### config.mk
export PLATFORM = sky130hd
export DESIGN_NAME = uart_rx_buffer_flat
export DESIGN_NICKNAME = d
export VERILOG_FILES = /design/src/rtl/uart_pkg.sv /design/src/rtl/uart_rx_buffer_if.sv /design/src/rtl/uart_rx_buf_mem.sv /design/src/rtl/uart_rx_buffer.sv /design/src/flat_wrapper.sv
export SDC_FILE = /design/constraint.sdc
export NUM_CORES = 1
export LEC_CHECK = 0
export CAP_MARGIN = 30
export CORE_UTILIZATION = 51
export DETAILED_ROUTE_END_ITERATION = 7
export PLACE_DENSITY = 0.75
export SLEW_MARGIN = 20
export SYNTH_ARGS = -nofsm -noshare
export SYNTH_HDL_FRONTEND = slang
export SYNTH_SLANG_ARGS = --single-unit
export TNS_END_PERCENT = 5
### constraint.sdc
create_clock -name CLK -period 2.5 [get_ports CLK]
set_input_delay 0.375 -clock CLK [delete_from_list [all_inputs] [get_ports CLK]]
set_output_delay 0.375 -clock CLK [all_outputs]
set_load 0.05 [all_outputs]
### src/rtl/uart_pkg.sv
// Shared UART constants and helpers used by the receive-side blocks.
package uart_pkg;

  localparam int UART_DATA_WIDTH = 8;
  localparam int UART_RX_DEPTH   = 8;
  localparam int ERR_CNT_W       = 8;
  localparam logic [ERR_CNT_W-1:0] ERR_CNT_MAX = '1;

  // Increment that sticks at the all-ones value instead of wrapping.
  function automatic logic [ERR_CNT_W-1:0] sat_inc(input logic [ERR_CNT_W-1:0] v);
    return (v == ERR_CNT_MAX) ? v : v + ERR_CNT_W'(1);
  endfunction

endpackage

### src/rtl/uart_rx_buffer_if.sv
// Receiver-to-buffer and buffer-to-consumer signal bundle.
interface uart_rx_buffer_if
  import uart_pkg::*;
#(
  parameter int DATA_WIDTH = UART_DATA_WIDTH,
  parameter int DEPTH      = UART_RX_DEPTH
);

  logic [DATA_WIDTH-1:0]    P_DATA;
  logic                     data_valid;
  logic                     frame_err;
  logic                     rd_ready;
  logic                     clr;
  logic [DATA_WIDTH-1:0]    rd_data;
  logic                     rd_valid;
  logic [$clog2(DEPTH):0]   count;
  logic                     overflow;
  logic [ERR_CNT_W-1:0]     err_cnt;

  // Receiver/consumer side drives the inputs and observes the buffer state.
  modport master (
    output P_DATA, data_valid, frame_err, rd_ready, clr,
    input  rd_data, rd_valid, count, overflow, err_cnt
  );

  // Buffer side.
  modport slave (
    input  P_DATA, data_valid, frame_err, rd_ready, clr,
    output rd_data, rd_valid, count, overflow, err_cnt
  );

endinterface

### src/rtl/uart_rx_buf_mem.sv
// Storage array for the RX buffer: one write port, asynchronous read, no reset.
module uart_rx_buf_mem #(
  parameter int DATA_WIDTH = 8,
  parameter int DEPTH      = 8,
  localparam int AW        = $clog2(DEPTH)
) (
  input  logic                  CLK,
  input  logic                  we_i,
  input  logic [AW-1:0]         waddr_i,
  input  logic [DATA_WIDTH-1:0] wdata_i,
  input  logic [AW-1:0]         raddr_i,
  output logic [DATA_WIDTH-1:0] rdata_o
);

  logic [DATA_WIDTH-1:0] mem_q [DEPTH];

  // Write port; contents are only meaningful for occupied slots.
  always_ff @(posedge CLK) begin
    if (we_i) mem_q[waddr_i] <= wdata_i;
  end

  assign rdata_o = mem_q[raddr_i];

endmodule

### src/rtl/uart_rx_buffer.sv
// First-word-fall-through buffer between the UART deserializer and its consumer,
// with sticky overflow and a saturating frame-error counter.
module uart_rx_buffer
  import uart_pkg::*;
#(
  parameter int DATA_WIDTH = UART_DATA_WIDTH,
  parameter int DEPTH      = UART_RX_DEPTH
) (
  input  logic             CLK,
  input  logic             RST,
  uart_rx_buffer_if.slave  bus
);

  localparam int AW = $clog2(DEPTH);
  localparam int PW = AW + 1;

  logic [PW-1:0]        wr_ptr_q, wr_ptr_d;
  logic [PW-1:0]        rd_ptr_q, rd_ptr_d;
  logic [PW-1:0]        count_q, count_d;
  logic                 overflow_q, overflow_d;
  logic [ERR_CNT_W-1:0] err_cnt_q, err_cnt_d;

  logic push, pop, full, wr_en, drop;

  // A word flagged both good and bad is treated as an error, never stored.
  assign push  = bus.data_valid & ~bus.frame_err;
  assign pop   = (count_q != '0) & bus.rd_ready;
  assign full  = (count_q == PW'(DEPTH));
  // A full buffer still accepts a word when the head leaves in the same cycle.
  assign wr_en = push & (~full | pop);
  assign drop  = push & full & ~pop;

  // Next-state for pointers, occupancy and status flags.
  always_comb begin
    wr_ptr_d   = wr_ptr_q + PW'(wr_en);
    rd_ptr_d   = rd_ptr_q + PW'(pop);
    count_d    = count_q;
    overflow_d = overflow_q;
    err_cnt_d  = err_cnt_q;

    if (wr_en && !pop)      count_d = count_q + PW'(1);
    else if (pop && !wr_en) count_d = count_q - PW'(1);

    // New events beat a coincident clear so nothing is lost.
    if (drop)         overflow_d = 1'b1;
    else if (bus.clr) overflow_d = 1'b0;

    if (bus.frame_err) err_cnt_d = bus.clr ? ERR_CNT_W'(1) : sat_inc(err_cnt_q);
    else if (bus.clr)  err_cnt_d = '0;
  end

  // State registers with asynchronous active-low reset.
  always_ff @(posedge CLK or negedge RST) begin
    if (!RST) begin
      wr_ptr_q   <= '0;
      rd_ptr_q   <= '0;
      count_q    <= '0;
      overflow_q <= 1'b0;
      err_cnt_q  <= '0;
    end else begin
      wr_ptr_q   <= wr_ptr_d;
      rd_ptr_q   <= rd_ptr_d;
      count_q    <= count_d;
      overflow_q <= overflow_d;
      err_cnt_q  <= err_cnt_d;
    end
  end

  uart_rx_buf_mem #(
    .DATA_WIDTH (DATA_WIDTH),
    .DEPTH      (DEPTH)
  ) u_mem (
    .CLK     (CLK),
    .we_i    (wr_en),
    .waddr_i (wr_ptr_q[AW-1:0]),
    .wdata_i (bus.P_DATA),
    .raddr_i (rd_ptr_q[AW-1:0]),
    .rdata_o (bus.rd_data)
  );

  assign bus.rd_valid = (count_q != '0);
  assign bus.count    = count_q;
  assign bus.overflow = overflow_q;
  assign bus.err_cnt  = err_cnt_q;

endmodule
### src/flat_wrapper.sv
// flat-port wrapper written by rule: the top's interface ports become plain ports
module uart_rx_buffer_flat import uart_pkg::*;
#(
  parameter int DATA_WIDTH = UART_DATA_WIDTH,
  parameter int DEPTH      = UART_RX_DEPTH
)
  (CLK, RST, bus_P_DATA, bus_data_valid, bus_frame_err, bus_rd_ready, bus_clr, bus_rd_data, bus_rd_valid, bus_count, bus_overflow, bus_err_cnt);
  uart_rx_buffer_if #(.DATA_WIDTH(DATA_WIDTH), .DEPTH(DEPTH)) bus_i ();
  input  logic CLK;
  input  logic RST;
  input wire logic [$bits(bus_i.P_DATA)-1:0] bus_P_DATA;
  input wire logic [$bits(bus_i.data_valid)-1:0] bus_data_valid;
  input wire logic [$bits(bus_i.frame_err)-1:0] bus_frame_err;
  input wire logic [$bits(bus_i.rd_ready)-1:0] bus_rd_ready;
  input wire logic [$bits(bus_i.clr)-1:0] bus_clr;
  output wire logic [$bits(bus_i.rd_data)-1:0] bus_rd_data;
  output wire logic [$bits(bus_i.rd_valid)-1:0] bus_rd_valid;
  output wire logic [$bits(bus_i.count)-1:0] bus_count;
  output wire logic [$bits(bus_i.overflow)-1:0] bus_overflow;
  output wire logic [$bits(bus_i.err_cnt)-1:0] bus_err_cnt;
  assign bus_i.P_DATA = bus_P_DATA;
  assign bus_i.data_valid = bus_data_valid;
  assign bus_i.frame_err = bus_frame_err;
  assign bus_i.rd_ready = bus_rd_ready;
  assign bus_i.clr = bus_clr;
  assign bus_rd_data = bus_i.rd_data;
  assign bus_rd_valid = bus_i.rd_valid;
  assign bus_count = bus_i.count;
  assign bus_overflow = bus_i.overflow;
  assign bus_err_cnt = bus_i.err_cnt;
  uart_rx_buffer #(.DATA_WIDTH(DATA_WIDTH), .DEPTH(DEPTH)) u_core (.CLK(CLK), .RST(RST), .bus(bus_i));
endmodule
Fig. 1: routed clock nets over the placement
Bar = 20 um.
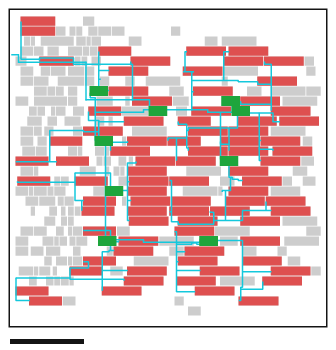
Green is clock-net drivers, count 9. Red is flip-flops, count 83. Cyan is clock wires, length 785 um.
There are 10 routed clock nets. Position of the flops: spread over the die.
Worst Skew: 0.00748 ns
clock latency on the worst-skew pair: 0.33 ns

Fig. 2: met3 routing
Bar = 20 um.
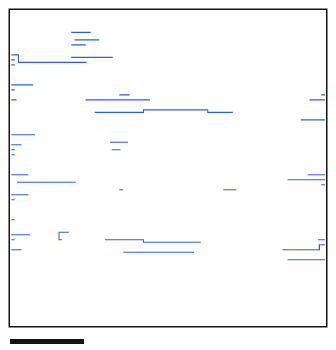
The wires run mostly horizontal. The longest straight run is 18.9 um. 36 nets have wire on it.

==> impl_metrics.py <==
# Metrics from the implementation run
metrics = {
    "drt": {
        "drt_first_iter_violations": 112,
        "post_drt_via_cell_ratio": 5.59,
        "num_vias": 2025,
        "drc_errors": 0,
        "route.met3.wl_um": 271,
        "totalWireLength_mm": 6.20,
        "wl_per_cell_um": 17.1,
    },
    "clocking": {
        "cts.clk_slew.worst_paths_ns": 0.07,
        "numCtsBuffers": 9,
        "cts_sinks": 83,
        "cts_hold_buf": 0,
        "cts_tree": "done",
        "cts-root-buf": "clkbuf_8",
    },
    "synth": {
        "top_cells_by_area": "edfxtp_1 53%, dfrtp_1 13%, mux4_1 11%",
        "ys_cells": 209,
        "yosysSeqAreaShare": 0.666,
        "mux_share": 0.153,
        "synth_adder_area_share": 0.0334,
        "ys_top_cells_by_count": "64 x edfxtp_1, 19 x dfrtp_1, 15 x mux4_1",
    },
    "grt": {
        "grt.overflow.total": 0,
        "antenna_found_initial": 0,
        "grt_pass1_vias": 1963,
        "grt_usage": 0.181,
        "grt_use_met1": 0.247,
        "grt_max_degree": 20,
        "met2_usage": 0.291,
        "grt-busiest-layer": "met2",
        "met3_usage": 0.0443,
    },
    "power": {
        "power_combinational_w": 0.00184,
        "powerSeq_w": 0.00185,
        "swShare": 0.365,
        "irDropWorstVdd_v": 0.000741,
        "p_clk_w": 0.000815,
        "p_sw_w": 0.00165,
        "power.share.clock": 0.181,
        "p_comb_frac": 0.408,
    },
    "sta": {
        "post-route-min-period_ns": 2.41,
        "final_hold_viol_count": 0,
        "grt_setup_unrepaired": "no",
        "fin_crit_sh": 0.965,
        "layout_setup_ws_ns": 0.0887,
        "drv_slew": 0,
    },
    "hold_path": {
        "holdCritPathClass": "in2async",
    },
    "floorplan": {
        "die_y_um": 86.0,
        "fp_util": 0.529,
        "core_area_mm2": 0.00679,
        "ios": 36,
        "die_area_mm2": 0.00739,
    },
    "layout": {
        "nMultiInputCombCells": 113,
        "num-nonclk-inverters": 4,
        "stdcell_area_mm2": 0.00433,
        "area_growth_pct": 20.3,
        "top_register": "u_core.u_mem.mem_q",
        "fill_cells": 494,
        "layout.area.comb_mm2": 0.00116,
        "most-common-layout-cells": "64 x edfxtp_1, 26 x clkdlybuf4s50_1, 22 x buf_4",
    },
    "worst_setup_path": {
        "critPathLaunchType": "flop",
        "path_max_fanout": 5,
        "cp_num_cells": 9,
        "rrSetupSlack_ns": 0.09,
        "cp-endpoint": "u_core.bus.count[3]$_DFFE_PN0P_",
    },
    "place": {
        "hpwl_mm": 3.99,
        "place_area_mm2": 0.00415,
        "post-place-ws_ns": -0.112,
        "routabilityCongestion": 0.792,
    },
    "flow_run": {
        "maxCapViolCount": 0,
    },
    "run_status": {
        "outcome": "finished, final reports clean",
    },
}
Fig. 3: zoomed window
Region (23, 6) to (63, 46) um. Cells in grey, sequential cells in the stronger grey; small squares are vias.
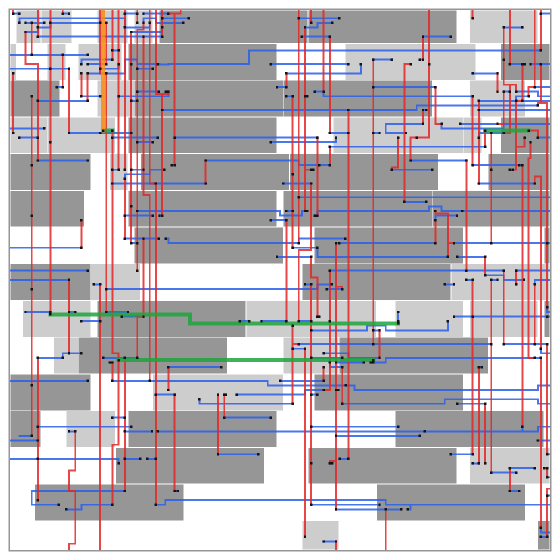
Green is M3. Orange is M4. Red is M2. Blue is M1.
Most frequent: edfxtp_1 (24), mux4_1 (6), clkbuf_8 (5). 56 logic cells have their middle in the window. Sequential cells in the window: 28. Netlist names of flops here include u_core.u_mem.mem_q (24), u_core.bus.err_cnt (3).

Power is estimated from default activity; no workload was simulated.
